File: src/rtl/quiz_buzz_arbiter_if.sv
// Player-facing bus of the quiz buzzer arbiter: round control, buzzers, answers,
// answer-key write port and the per-player results.
interface quiz_buzz_arbiter_if #(
    parameter int NUM_PLAYERS = 4,
    parameter int TIME_W      = 26,
    parameter int OPT_W       = 4,
    parameter int QSEL_W      = 3
);
    localparam int RANK_W = $clog2(NUM_PLAYERS + 1);

    logic                          tic;
    logic                          start;
    logic                          game_over;
    logic [QSEL_W-1:0]             question_sel;
    logic [NUM_PLAYERS-1:0]        buzz_n;
    logic [NUM_PLAYERS*OPT_W-1:0]  answer;
    logic                          key_we;
    logic [QSEL_W-1:0]             key_addr;
    logic [OPT_W-1:0]              key_data;

    logic                          round_done;
    logic                          armed;
    logic [NUM_PLAYERS-1:0]        pressed;
    logic [NUM_PLAYERS-1:0]        correct;
    logic [NUM_PLAYERS*TIME_W-1:0] player_time;
    logic [NUM_PLAYERS*RANK_W-1:0] player_rank;
    logic [NUM_PLAYERS-1:0]        disq;

    modport master (
        output tic, start, game_over, question_sel, buzz_n, answer,
               key_we, key_addr, key_data,
        input  round_done, armed, pressed, correct, player_time, player_rank, disq
    );

    modport slave (
        input  tic, start, game_over, question_sel, buzz_n, answer,
               key_we, key_addr, key_data,
        output round_done, armed, pressed, correct, player_time, player_rank, disq
    );
endinterface

File: src/rtl/quiz_buzz_arbiter.sv
// N-player buzzer arbiter: times buzzes in ms tics, dense-ranks arrival order and scores
// answers against a programmable key. Define QUIZ_FALSE_START_EN to disqualify early buzzers.
module quiz_buzz_arbiter #(
    parameter int NUM_PLAYERS = 4,
    parameter int TIME_W      = 26,
    parameter int OPT_W       = 4,
    parameter int QSEL_W      = 3,
    parameter int TIMEOUT_MS  = 10000
) (
    input  logic               clock,
    input  logic               reset,
    quiz_buzz_arbiter_if.slave bus
);
    localparam int RANK_W    = $clog2(NUM_PLAYERS + 1);
    localparam int KEY_DEPTH = 1 << QSEL_W;
    localparam logic [TIME_W-1:0] TIMEOUT_VAL = TIME_W'(TIMEOUT_MS);
    localparam logic [TIME_W-1:0] TIME_MAX    = '1;

    typedef enum logic [1:0] {
        IDLE,
        ARMED,
        DONE
    } state_t;

    state_t                 state_q, state_d;
    logic [TIME_W-1:0]      elapsed_q, elapsed_d;
    logic [RANK_W-1:0]      next_rank_q, next_rank_d;
    logic [OPT_W-1:0]       key_q [KEY_DEPTH];
    logic [OPT_W-1:0]       key_d [KEY_DEPTH];
    logic [OPT_W-1:0]       cur_key_q, cur_key_d;
    logic [NUM_PLAYERS-1:0] pressed_q, pressed_d;
    logic [NUM_PLAYERS-1:0] correct_q, correct_d;
    logic [NUM_PLAYERS-1:0] disq_q, disq_d;
    logic [TIME_W-1:0]      time_q [NUM_PLAYERS];
    logic [TIME_W-1:0]      time_d [NUM_PLAYERS];
    logic [RANK_W-1:0]      rank_q [NUM_PLAYERS];
    logic [RANK_W-1:0]      rank_d [NUM_PLAYERS];
    logic [NUM_PLAYERS-1:0] capture;
`ifdef QUIZ_FALSE_START_EN
    logic                   first_q, first_d;
`endif

    always_comb begin
        state_d     = state_q;
        elapsed_d   = elapsed_q;
        next_rank_d = next_rank_q;
        key_d       = key_q;
        cur_key_d   = cur_key_q;
        pressed_d   = pressed_q;
        correct_d   = correct_q;
        disq_d      = disq_q;
        time_d      = time_q;
        rank_d      = rank_q;
        capture     = '0;
`ifdef QUIZ_FALSE_START_EN
        first_d     = 1'b0;
`endif

        // The active key is latched from the pre-write contents, so a write never touches a live round
        if (bus.key_we) begin
            key_d[bus.key_addr] = bus.key_data;
        end

        if (bus.game_over || bus.start) begin
            state_d     = bus.game_over ? IDLE : ARMED;
            elapsed_d   = '0;
            next_rank_d = RANK_W'(1);
            pressed_d   = '0;
            correct_d   = '0;
            disq_d      = '0;
            for (int i = 0; i < NUM_PLAYERS; i++) begin
                time_d[i] = '0;
                rank_d[i] = '0;
            end
            if (!bus.game_over) begin
                cur_key_d = key_q[bus.question_sel];
`ifdef QUIZ_FALSE_START_EN
                first_d   = 1'b1;
                disq_d    = ~bus.buzz_n;
                pressed_d = ~bus.buzz_n;
`endif
            end
        end else if (state_q == ARMED) begin
            if (bus.tic && (elapsed_q != TIME_MAX)) begin
                elapsed_d = elapsed_q + TIME_W'(1);
            end
            capture = ~bus.buzz_n & ~pressed_q;
`ifdef QUIZ_FALSE_START_EN
            // Buzzing on the first armed cycle is still a false start: no rank is consumed
            if (first_q) begin
                disq_d    = disq_q | capture;
                pressed_d = pressed_q | capture;
                capture   = '0;
            end
`endif
            for (int i = 0; i < NUM_PLAYERS; i++) begin
                if (capture[i]) begin
                    pressed_d[i] = 1'b1;
                    time_d[i]    = elapsed_q;
                    rank_d[i]    = next_rank_q;
                    correct_d[i] = (bus.answer[i*OPT_W +: OPT_W] == cur_key_q) && (cur_key_q != '0);
                end
            end
            if (|capture) begin
                next_rank_d = next_rank_q + RANK_W'(1);
            end
            if (&pressed_d) begin
                state_d = DONE;
            end else if (elapsed_q >= TIMEOUT_VAL) begin
                state_d = DONE;
                for (int i = 0; i < NUM_PLAYERS; i++) begin
                    if (!pressed_d[i]) begin
                        time_d[i] = TIMEOUT_VAL;
                    end
                end
            end
        end
    end

    always_ff @(posedge clock or negedge reset) begin
        if (!reset) begin
            state_q     <= IDLE;
            elapsed_q   <= '0;
            next_rank_q <= RANK_W'(1);
            cur_key_q   <= '0;
            pressed_q   <= '0;
            correct_q   <= '0;
            disq_q      <= '0;
            for (int q = 0; q < KEY_DEPTH; q++) begin
                key_q[q] <= OPT_W'(1) << (q % OPT_W);
            end
            for (int i = 0; i < NUM_PLAYERS; i++) begin
                time_q[i] <= '0;
                rank_q[i] <= '0;
            end
`ifdef QUIZ_FALSE_START_EN
            first_q     <= 1'b0;
`endif
        end else begin
            state_q     <= state_d;
            elapsed_q   <= elapsed_d;
            next_rank_q <= next_rank_d;
            cur_key_q   <= cur_key_d;
            pressed_q   <= pressed_d;
            correct_q   <= correct_d;
            disq_q      <= disq_d;
            key_q       <= key_d;
            time_q      <= time_d;
            rank_q      <= rank_d;
`ifdef QUIZ_FALSE_START_EN
            first_q     <= first_d;
`endif
        end
    end

    assign bus.round_done = (state_q == DONE);
    assign bus.armed      = (state_q == ARMED);
    assign bus.pressed    = pressed_q;
    assign bus.correct    = correct_q;
    assign bus.disq       = disq_q;

    for (genvar g = 0; g < NUM_PLAYERS; g++) begin : g_pack
        assign bus.player_time[g*TIME_W +: TIME_W] = time_q[g];
        assign bus.player_rank[g*RANK_W +: RANK_W] = rank_q[g];
    end
endmodule

File: src/flat_wrapper.sv
// flat-port wrapper written by rule: the top's interface ports become plain ports
module quiz_buzz_arbiter_flat 
#(
    parameter int NUM_PLAYERS = 4,
    parameter int TIME_W      = 26,
    parameter int OPT_W       = 4,
    parameter int QSEL_W      = 3,
    parameter int TIMEOUT_MS  = 10000
)
  (clock, reset, bus_tic, bus_start, bus_game_over, bus_question_sel, bus_buzz_n, bus_answer, bus_key_we, bus_key_addr, bus_key_data, bus_round_done, bus_armed, bus_pressed, bus_correct, bus_player_time, bus_player_rank, bus_disq);
  quiz_buzz_arbiter_if #(.NUM_PLAYERS(NUM_PLAYERS), .TIME_W(TIME_W), .OPT_W(OPT_W), .QSEL_W(QSEL_W)) bus_i ();
  input  logic clock;
  input  logic reset;
  input wire logic [$bits(bus_i.tic)-1:0] bus_tic;
  input wire logic [$bits(bus_i.start)-1:0] bus_start;
  input wire logic [$bits(bus_i.game_over)-1:0] bus_game_over;
  input wire logic [$bits(bus_i.question_sel)-1:0] bus_question_sel;
  input wire logic [$bits(bus_i.buzz_n)-1:0] bus_buzz_n;
  input wire logic [$bits(bus_i.answer)-1:0] bus_answer;
  input wire logic [$bits(bus_i.key_we)-1:0] bus_key_we;
  input wire logic [$bits(bus_i.key_addr)-1:0] bus_key_addr;
  input wire logic [$bits(bus_i.key_data)-1:0] bus_key_data;
  output wire logic [$bits(bus_i.round_done)-1:0] bus_round_done;
  output wire logic [$bits(bus_i.armed)-1:0] bus_armed;
  output wire logic [$bits(bus_i.pressed)-1:0] bus_pressed;
  output wire logic [$bits(bus_i.correct)-1:0] bus_correct;
  output wire logic [$bits(bus_i.player_time)-1:0] bus_player_time;
  output wire logic [$bits(bus_i.player_rank)-1:0] bus_player_rank;
  output wire logic [$bits(bus_i.disq)-1:0] bus_disq;
  assign bus_i.tic = bus_tic;
  assign bus_i.start = bus_start;
  assign bus_i.game_over = bus_game_over;
  assign bus_i.question_sel = bus_question_sel;
  assign bus_i.buzz_n = bus_buzz_n;
  assign bus_i.answer = bus_answer;
  assign bus_i.key_we = bus_key_we;
  assign bus_i.key_addr = bus_key_addr;
  assign bus_i.key_data = bus_key_data;
  assign bus_round_done = bus_i.round_done;
  assign bus_armed = bus_i.armed;
  assign bus_pressed = bus_i.pressed;
  assign bus_correct = bus_i.correct;
  assign bus_player_time = bus_i.player_time;
  assign bus_player_rank = bus_i.player_rank;
  assign bus_disq = bus_i.disq;
  quiz_buzz_arbiter #(.NUM_PLAYERS(NUM_PLAYERS), .TIME_W(TIME_W), .OPT_W(OPT_W), .QSEL_W(QSEL_W), .TIMEOUT_MS(TIMEOUT_MS)) u_core (.clock(clock), .reset(reset), .bus(bus_i));
endmodule
File: config.mk
export PLATFORM = sky130hd
export DESIGN_NAME = quiz_buzz_arbiter_flat
export DESIGN_NICKNAME = d
export VERILOG_FILES = /design/src/rtl/quiz_buzz_arbiter_if.sv /design/src/rtl/quiz_buzz_arbiter.sv /design/src/flat_wrapper.sv
export SDC_FILE = /design/constraint.sdc
export NUM_CORES = 1
export LEC_CHECK = 0
export ABC_AREA = 1
export ABC_CLOCK_PERIOD_IN_PS = 2000
export CAP_MARGIN = 30
export CELL_PAD_IN_SITES_DETAIL_PLACEMENT = 0
export CELL_PAD_IN_SITES_GLOBAL_PLACEMENT = 1
export CORE_MARGIN = 3
export CORE_UTILIZATION = 35
export DETAILED_ROUTE_END_ITERATION = 8
export PLACE_DENSITY = 0.76
export SETUP_SLACK_MARGIN = 0.2
export SLEW_MARGIN = 0
export SYNTH_ARGS = -nofsm -noshare
export SYNTH_HDL_FRONTEND = slang
export SYNTH_SLANG_ARGS = --single-unit
export TNS_END_PERCENT = 5
File: constraint.sdc
create_clock -name clock -period 2 [get_ports clock]
set_clock_uncertainty 0.15 [all_clocks]
set_input_delay 0.3 -clock clock [delete_from_list [all_inputs] [get_ports clock]]
set_output_delay 0.3 -clock clock [all_outputs]
set_load 0.03 [all_outputs]
==> deck_impl_summary.md, run 1 <==
Flow Results at a Glance

Route
  • Routed Antenna Nets: 0
  • # DRC: 0
  • Detailed Routing Iterations Pass 1: 5
  • DR vias: 9,950
  • Routed wire per std cell: ~17 um
  • Vias/cell: ~5
  • Final wirelength: 33,720 um

Layout
  • Top cell excl fill/tap: nand2_1
  • Register area: 4810 sq um
  • MI comb area: approximately 4900 sq um
  • Dominant logic cell types in the final layout: nand2_1 (347), dfrtp_1 (167), inv_1 (150)
  • Nets: 1,633
  • Fill count: 2,751
  • Final non-filler cell total: around 2,000
  • Share of cells above drive strength 1: 19.04%
  • Finished Cell Area: about 14,000 sq um
  • # diodes: 0
  • Largest register FFs: 104
  • Area growth syn-to-layout: 41.44%

Clocking
  • Clk root buf: clkbuf_16
  • CTS max path bufs: 2
  • Latency at later pin: roughly 440 ps
  • # hold bufs at CTS: 1
  • Num CTS Buffers: 17
  • CTS tree: yes
  • H-tree depth: 4
  • Clock slew seen by the registers of the worst setup and hold paths: 80 ps
  • Clk sinks: 191
  • CTS-repair resized insts: 9
  • Post-CTS Setup Bufs: 0

Synthesis
  • Yosys xor share: approximately 1.6%
  • Yosys Chip Area: roughly 10,000 sq um
  • Post-synthesis cell count: 1,383
  • Post-synthesis simple-gate area fraction: ~27%
  • Mux area share: 0%
  • Synth cell types: 36
  • Ys flops: between 150 and 200
  • Syn avg cell area: around 7.3 sq um
  • Fa+ha+maj area frac: less than 1%
  • Synth warn: 0
  • Main logic family: simple AND/OR/NAND/NOR gates
  • Complex Gates by Area: between 10% and 20%
  • # Cells Yosys: about 1,400
  • Netlist Area Pre-Place: ~10,000 sq um

Run status
  • Status: finished, final reports clean

Place
  • Global placement routability congestion: about 0.90
  • Pre-CTS setup slack: -47.51 ps
  • I/O Buffers: 161
  • Post-DP Area: ~13,000 sq um
  • Cell count after placement: between 1,500 and 2,000
  • Final HPWL DP: roughly 23,000 um

Final timing
  • Final worst path period need: roughly 1800 ps
  • Slew Viols, Final: 0
  • Hold WS: around 170 ps
  • Worst-margin pin slew: a little over 500 ps
  • FMAX: approximately 550 MHz
  • Setup violators final: 0
  • Setup ws final: 172.2 ps
  • Post-route setup TNS: 0 ps
  • Slew Limit Headroom: between 60 and 70%
  • Hold Vio Cnt, Final: 0
  • RSZ-0062 raised after global routing: true
  • Post-layout period usage: between 90% and 100%

Global route
  • Total GRT Usage: between 20% and 30%
  • Largest net degree at the start of global routing: approximately 55
  • Global route hottest layer: met2
  • First-pass GRT wire length: 51,340 um
  • GR Overflow Total: 0
  • Vias in the first global route: approximately 9,200
  • Global-route met3 utilization: 3.699%
  • Initial antenna violation count: 0
  • Grt met1 use: about 30%

Power and ir drop
  • P_clk: ~3.5 mW
  • Gate power share: about 16%
  • Top pwr grp: registers
  • Register share of total power: 46.4%
  • P_seq: approximately 4.2 mW
  • P_leak: 8.499 nW
  • Sw power: ~2.8 mW
  • Clk network pwr share: approximately two fifths
  • Net Sw Frac: roughly 31%
  • Worst ir drop on vdd: roughly 0.00055 V
  • Cell-internal power: 6.302 mW
  • Tot Pwr: 9.080 mW

Critical path
  • Crit Path Category: reg -> reg
  • Worst Path Required: 2170 ps
  • Startpoint Class: flip-flop
  • Most frequent cell on the critical path: nand2_2
  • CP Data Arrival Time: 2000 ps
  • CP endpoint kind: flip-flop
  • Slowest stage delay, CP: 430 ps
  • CP max-delay cell: dfrtp_2
  • Critical-path cell list: nand2_1 > nor2_2 > nand2_2 > nor2_4 > nand2_2 > nand3_4 > nand2_8 > clkbuf_16 > nand2_2 > nand2_1

Job
  • Max Cap Viol: 0
  • OpenROAD warning count: 30

Hold path
  • Worst Hold Class: in -> async

Floorplanning
  • Pre-Place Util: 35.95%
  • Die area: approximately 31,000 sq um
  • Die Span Y: approximately 180 um
  • Site Rows: about 61
  • Core area: 28,160 sq um
  • Die X: between 150 and 200 um
  • Boundary Pins: 166
[run 1: metal layers]
layer | up-vias | share of wire, %
li1 | 4838 | -
met1 | 4804 | 47
met3 | 41 | 5.3
met2 | 267 | 46
met4 | 0 | 2.1
met5 | - | 0
[run 1: final cells by class]
cell class              count  area share, %
clock buffers              18          3.067
clock inverters            14          1.057
inverters                 171          4.500
multi-input cells         953          34.25
flip-flops and latches    191          33.59
well taps                 378          3.303
repair buffers            260          20.24
[run 1: path summary, 6_finish.rpt]
check / start / end / slack [ps] / cells past startpoint
max in group asynchronous: reset / u_core.elapsed_q[18] / 890 / 3
worst max-delay path: u_core.elapsed_q[14] / u_core.elapsed_q[20] / 170 / 10
worst min register to register: u_core.bus.player_time[36] / u_core.bus.player_time[36] / 330 / 2
worst min-delay path: reset / u_core.key_q[5] / 170 / 2
worst max register to register: u_core.elapsed_q[14] / u_core.elapsed_q[20] / 170 / 10
min in group clock: bus_key_data[3] / u_core.key_q[3] / 260 / 3
[run 1: synthesized netlist by cell type (all sizes together)]
library cell,number,area [sq um]
conb,1,3.750
nand3,138,708.2
clkbuf,46,172.7
o21ai,156,810.8
or2,1,6.260
nand4,6,37.54
clkinv,1,3.750
nand2,397,1518
ha,3,37.54
a21oi,97,485.5
o22ai,4,25.02
o2111ai,2,17.52
nor2,108,425.4
a211oi,1,7.510
dfrtp,182,4554
xnor2,4,35.03
o31ai,1,7.510
o211ai,8,60.06
buf,25,157.7
nor3b,2,15.01
xor2,15,131.4
nor3,6,30.03
inv,170,638.1
dfstp,9,236.5
[run 1: worst max-delay path: cells and delay by family, from the launching register on]
family                 cells  cell delay (ps)
DFF                        1              430
buffers and inverters      1              200
and+or+nand+nor            9              930
run_1/metal_stack.png
Scale bar: 50 um. Two of the layers only.
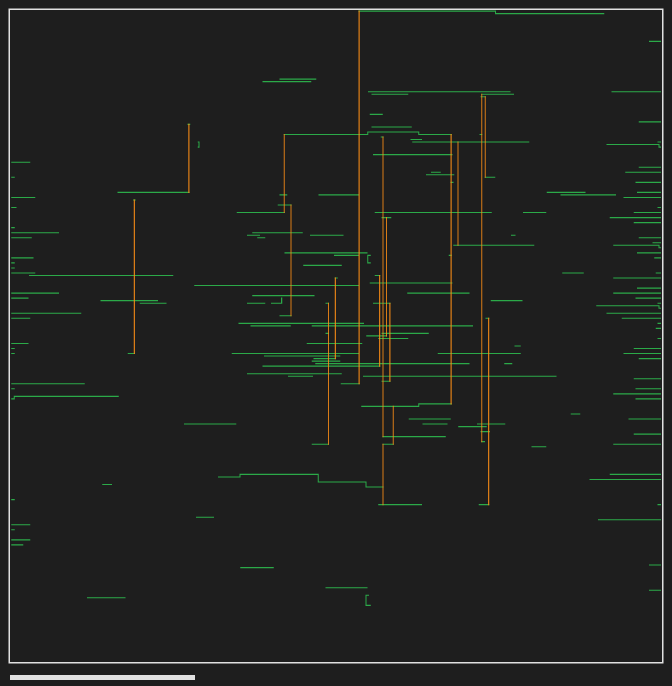
Green stands for met3, wire length 1,780 um. Orange stands for met4, wire length 723 um.

run_1/final_congestion.png
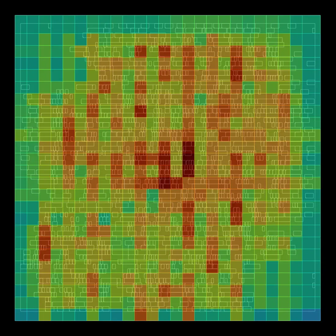
met2 GRT Util: 32.98%
Util after Layout: 50.85%

run_1/zoom.png
Scale bar: 5 um. Window x 122 to 142, y 122 to 142 um. Cells in grey, sequential cells in the stronger grey; small squares are vias.
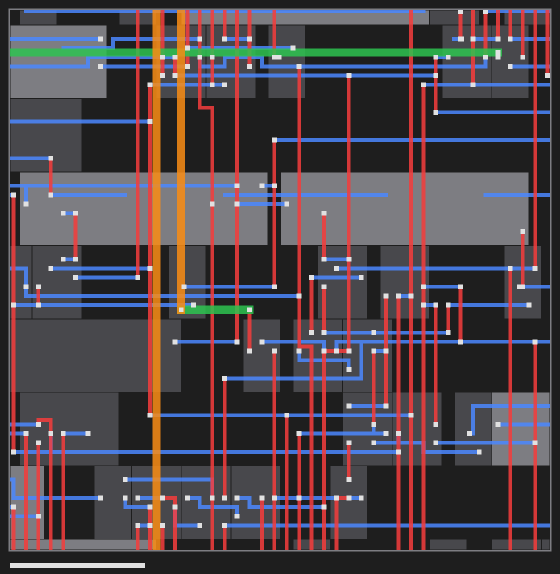
Blue stands for met1. Green stands for met3. Red stands for met2. Orange stands for met4.
Sequential cells in the window: 2. Netlist names of flops here include `u_core.bus.player_time` (2). 26 logic cells have their middle in the window. Most frequent: o21ai_1 (5), a21oi_1 (5), inv_1 (4).

## Run 2: what changed since run 1
Settings changed: ABC_CLOCK_PERIOD_IN_PS 2000 to unset.
run_2/metal_stack.png
Scale bar: 50 um. Two of the layers only.
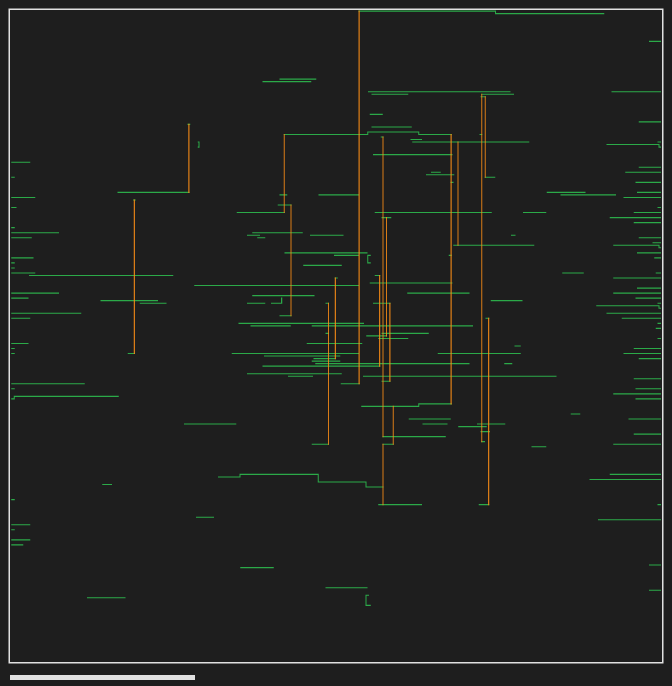
Total GRT Usage: 20.86%
Routed wire per std cell: 16.99 um
final wirelength: 33,720 um
DR vias: 9,950

==> run 2 against run 1 <==
  * Power unchanged
  * Final cell count is the same
  * Routed wire length unchanged
  * Cell area is the same
  * Non-clock buffer count is the same
  * Largest cell class unchanged
==> deck_impl_summary.md, run 2 <==
Flow Results at a Glance

Route
  • DRT iter0 DRCs: ~750
  • Vias/cell: 5.013 (unchanged)
  • Detailed Routing Iterations Pass 1: 5 (unchanged)
  • # DRC: 0 (unchanged)
  • Routed Antenna Nets: 0 (unchanged)

Clocking
  • Clk sinks: 191 (unchanged)
  • Post-CTS Setup Bufs: 0 (unchanged)
  • Num CTS Buffers: 17 (unchanged)
  • Clk root buf: clkbuf_16
  • CTS-repair resized insts: 9 (unchanged)
  • Clock slew seen by the registers of the worst setup and hold paths: 80 ps (about the same)
  • CTS tree: yes
  • H-tree depth: 4 (unchanged)
  • # hold bufs at CTS: 1 (unchanged)
  • Latency at later pin: 440 ps (about the same)
  • CTS max path bufs: 2 (unchanged)

Layout
  • Dominant logic cell types in the final layout: nand2_1 (347), dfrtp_1 (167), inv_1 (150)
  • Sequential cell area share: 33.59% (unchanged)
  • Clock-cell share: 4.124% (unchanged)
  • Largest register FFs: 104 (unchanged)
  • Final non-filler cell total: 1,985 (unchanged)
  • Area growth syn-to-layout: 41.44% (unchanged)
  • Combinational Gates: 953 (unchanged)
  • CLK BUF: 18 (unchanged)
  • Largest class: logic gates
  • Fill count: 2,751 (unchanged)
  • Share of cells above drive strength 1: 19.04% (unchanged)
  • Logic inverters: 171 (unchanged)
  • Flip-flop and latch count: 191 (unchanged)
  • Util after Layout: 50.85% (unchanged)
  • Signal buf overhead: 20.24% (unchanged)
  • Non-CTS buffers: 260 (unchanged)
  • Top cell excl fill/tap: nand2_1
  • Register area: 4810 sq um (unchanged)
  • Nets: 1,633 (unchanged)
  • # diodes: 0 (unchanged)
  • Multi-input logic portion of the cell area: 34.25% (unchanged)
  • MI comb area: 4905 sq um (unchanged)

Power and ir drop
  • Net Sw Frac: 30.59% (unchanged)
  • Clk network pwr share: 38.1% (about the same)
  • Sw power: 2.778 mW (unchanged)
  • Worst ir drop on vdd: 0.0005496 V (unchanged)
  • Tot Pwr: 9.080 mW (unchanged)
  • Register share of total power: 46.4% (about the same)
  • Gate power share: 15.5% (about the same)
  • Cell-internal power: 6.302 mW (unchanged)
  • P_leak: 8.499 nW (unchanged)

Synthesis
  • Netlist Area Pre-Place: 10,120 sq um (unchanged)
  • Synth cell types: 36 (unchanged)
  • Synth Seq Share: between 40% and 50%
  • Leading area contributor after synthesis: dfrtp_1
  • Top cells by count, synth: nand2_1 (388), dfrtp_1 (182), inv_1 (155), nand3_1 (136), nor2_1 (104)
  • Max-area cell share: 44.98% (unchanged)
  • Top cells, area: dfrtp_1 (45%), nand2_1 (14%), nand3_1 (6.7%)
  • Most used DFF post-synth: dfrtp_1
  • Number of synthesized flops with an enable pin: 0 (unchanged)
  • # Cells Yosys: 1,383 (unchanged)
  • Synth warn: 0 (unchanged)
  • Ys flops: 191 (unchanged)
  • Post-synthesis cell count: 1,383 (unchanged)
  • Yosys Chip Area: 10,120 sq um (unchanged)
  • Post-synth ARST share: 100.0% (unchanged)
  • Syn avg cell area: 7.321 sq um (unchanged)

Final timing
  • Post-layout period usage: 91.39% (unchanged)
  • Hold Vio Cnt, Final: 0 (unchanged)
  • Final worst path period need: 1828 ps (unchanged)
  • RSZ-0062 raised after global routing: true
  • Slew Limit Headroom: 66.37% (unchanged)
  • Setup violators final: 0 (unchanged)
  • Worst-margin pin slew: 503.9 ps (unchanged)
  • FMAX: 547.1 MHz (unchanged)
  • Slew Viols, Final: 0 (unchanged)

Floorplanning
  • Die X: 176.1 um (unchanged)
  • Die area: 31,000 sq um (unchanged)
  • Die Span Y: 176.1 um (unchanged)
  • N_taps: 378 (unchanged)
  • Pre-Place Util: 35.95% (unchanged)
  • Core area: 28,160 sq um (unchanged)
  • Boundary Pins: 166 (unchanged)
  • Site Rows: 61 (unchanged)

Critical path
  • Worst Path Required: 2170 ps (about the same)
  • CP max-delay cell: dfrtp_2
  • CP top delay family: simple AND/OR/NAND/NOR gates
  • WP depth: 10 (unchanged)
  • Reg-to-Reg End: u_core.elapsed_q[20]
  • Startpoint Class: flip-flop
  • CP endpoint kind: flip-flop
  • CP bufs+invs: 1 (unchanged)
  • CP Data Arrival Time: 2000 ps (about the same)
  • Reg2reg path depth: 10 (unchanged)
  • Critical-path cell list: nand2_1 > nor2_2 > nand2_2 > nor2_4 > nand2_2 > nand3_4 > nand2_8 > clkbuf_16 > nand2_2 > nand2_1
  • R2R setup slack: 170 ps (about the same)
  • Crit Path Category: reg -> reg
  • Slowest stage delay, CP: 430 ps (about the same)
  • Most frequent cell on the critical path: nand2_2

Global route
  • GR Overflow Total: 0 (unchanged)
  • Vias in the first global route: 9,249 (unchanged)
  • Largest net degree at the start of global routing: 55 (unchanged)
  • First-pass GRT wire length: 51,340 um (unchanged)
  • Initial antenna violation count: 0 (unchanged)

Place
  • Cell count after placement: 1,937 (unchanged)
  • Final HPWL DP: 23,060 um (unchanged)
  • I/O Buffers: 161 (unchanged)

Job
  • OpenROAD warning count: 30 (unchanged)
  • Max Cap Viol: 0 (unchanged)

Hold path
  • Worst Hold Class: in -> async

Run status
  • Status: finished, final reports clean
## run 2: cell counts after synthesis
No cell type changed its count.
## run 2: logic make-up (layout without fill, tap and decap cells)
family / after synthesis / count (layout) / share of synthesized area [%]
adder cells (fa/ha/maj): 3 / 3 / 0.3708
buffers and inverters: 242 / 463 / 9.602
other: 1 / 4 / 0.03704
flip-flops: 191 / 191 / 47.32
XOR/XNOR: 19 / 19 / 1.644
AND-OR/OR-AND: 269 / 269 / 13.96
AND/OR/NAND/NOR: 658 / 658 / 27.06
## run 2: routing by layer
| metal | track usage, % | wire length (um) | vias up |
|---|---|---|---|
| met2 | 32.98 | 15380 | 267 |
| li1 | - | - | 4838 |
| met4 | 4.586 | 722 | 0 |
| met5 | 0 | 0 | - |
| met1 | 30.02 | 15840 | 4804 |
| met3 | 3.699 | 1779 | 41 |
## run 2: worst max path at each step
stage	from	endpoint	slack (ps)
floorplan	u_core.bus.pressed[0]	u_core.bus.player_time[15]	210
global placement	bus_buzz_n[1]	u_core.bus.player_rank[5]	-30
global route	u_core.elapsed_q[22]	u_core.bus.player_time[91]	70
finish	u_core.elapsed_q[14]	u_core.elapsed_q[20]	170
CTS	u_core.bus.pressed[0]	bus_pressed[0]	10
detailed placement	bus_game_over	u_core.next_rank_q[2]	-50
## run 2: power groups by stage
stage	logic [mW]	clock network, mW	registers, mW
floorplan	0.651	0	4.37
CTS	1.34	3.53	4.22
detailed placement	1.34	0	4.29
finish	1.40	3.46	4.22
global placement	1.32	0	4.29
global route	1.55	3.70	4.24
## run 2: through the flow
step	cell area, sq um	hold slack [ps]	setup WS, ps	TNS [ps]
floorplan	10150	-145.6	205.4	0
global placement	12740	87.04	-26.28	-161.1
detailed placement	12740	86.13	-47.51	-226.0
CTS	13330	167.0	12.25	0
global route	14320	203.3	69.87	0
finish	14320	173.3	172.2	0
Power is estimated from default activity; no workload was simulated.
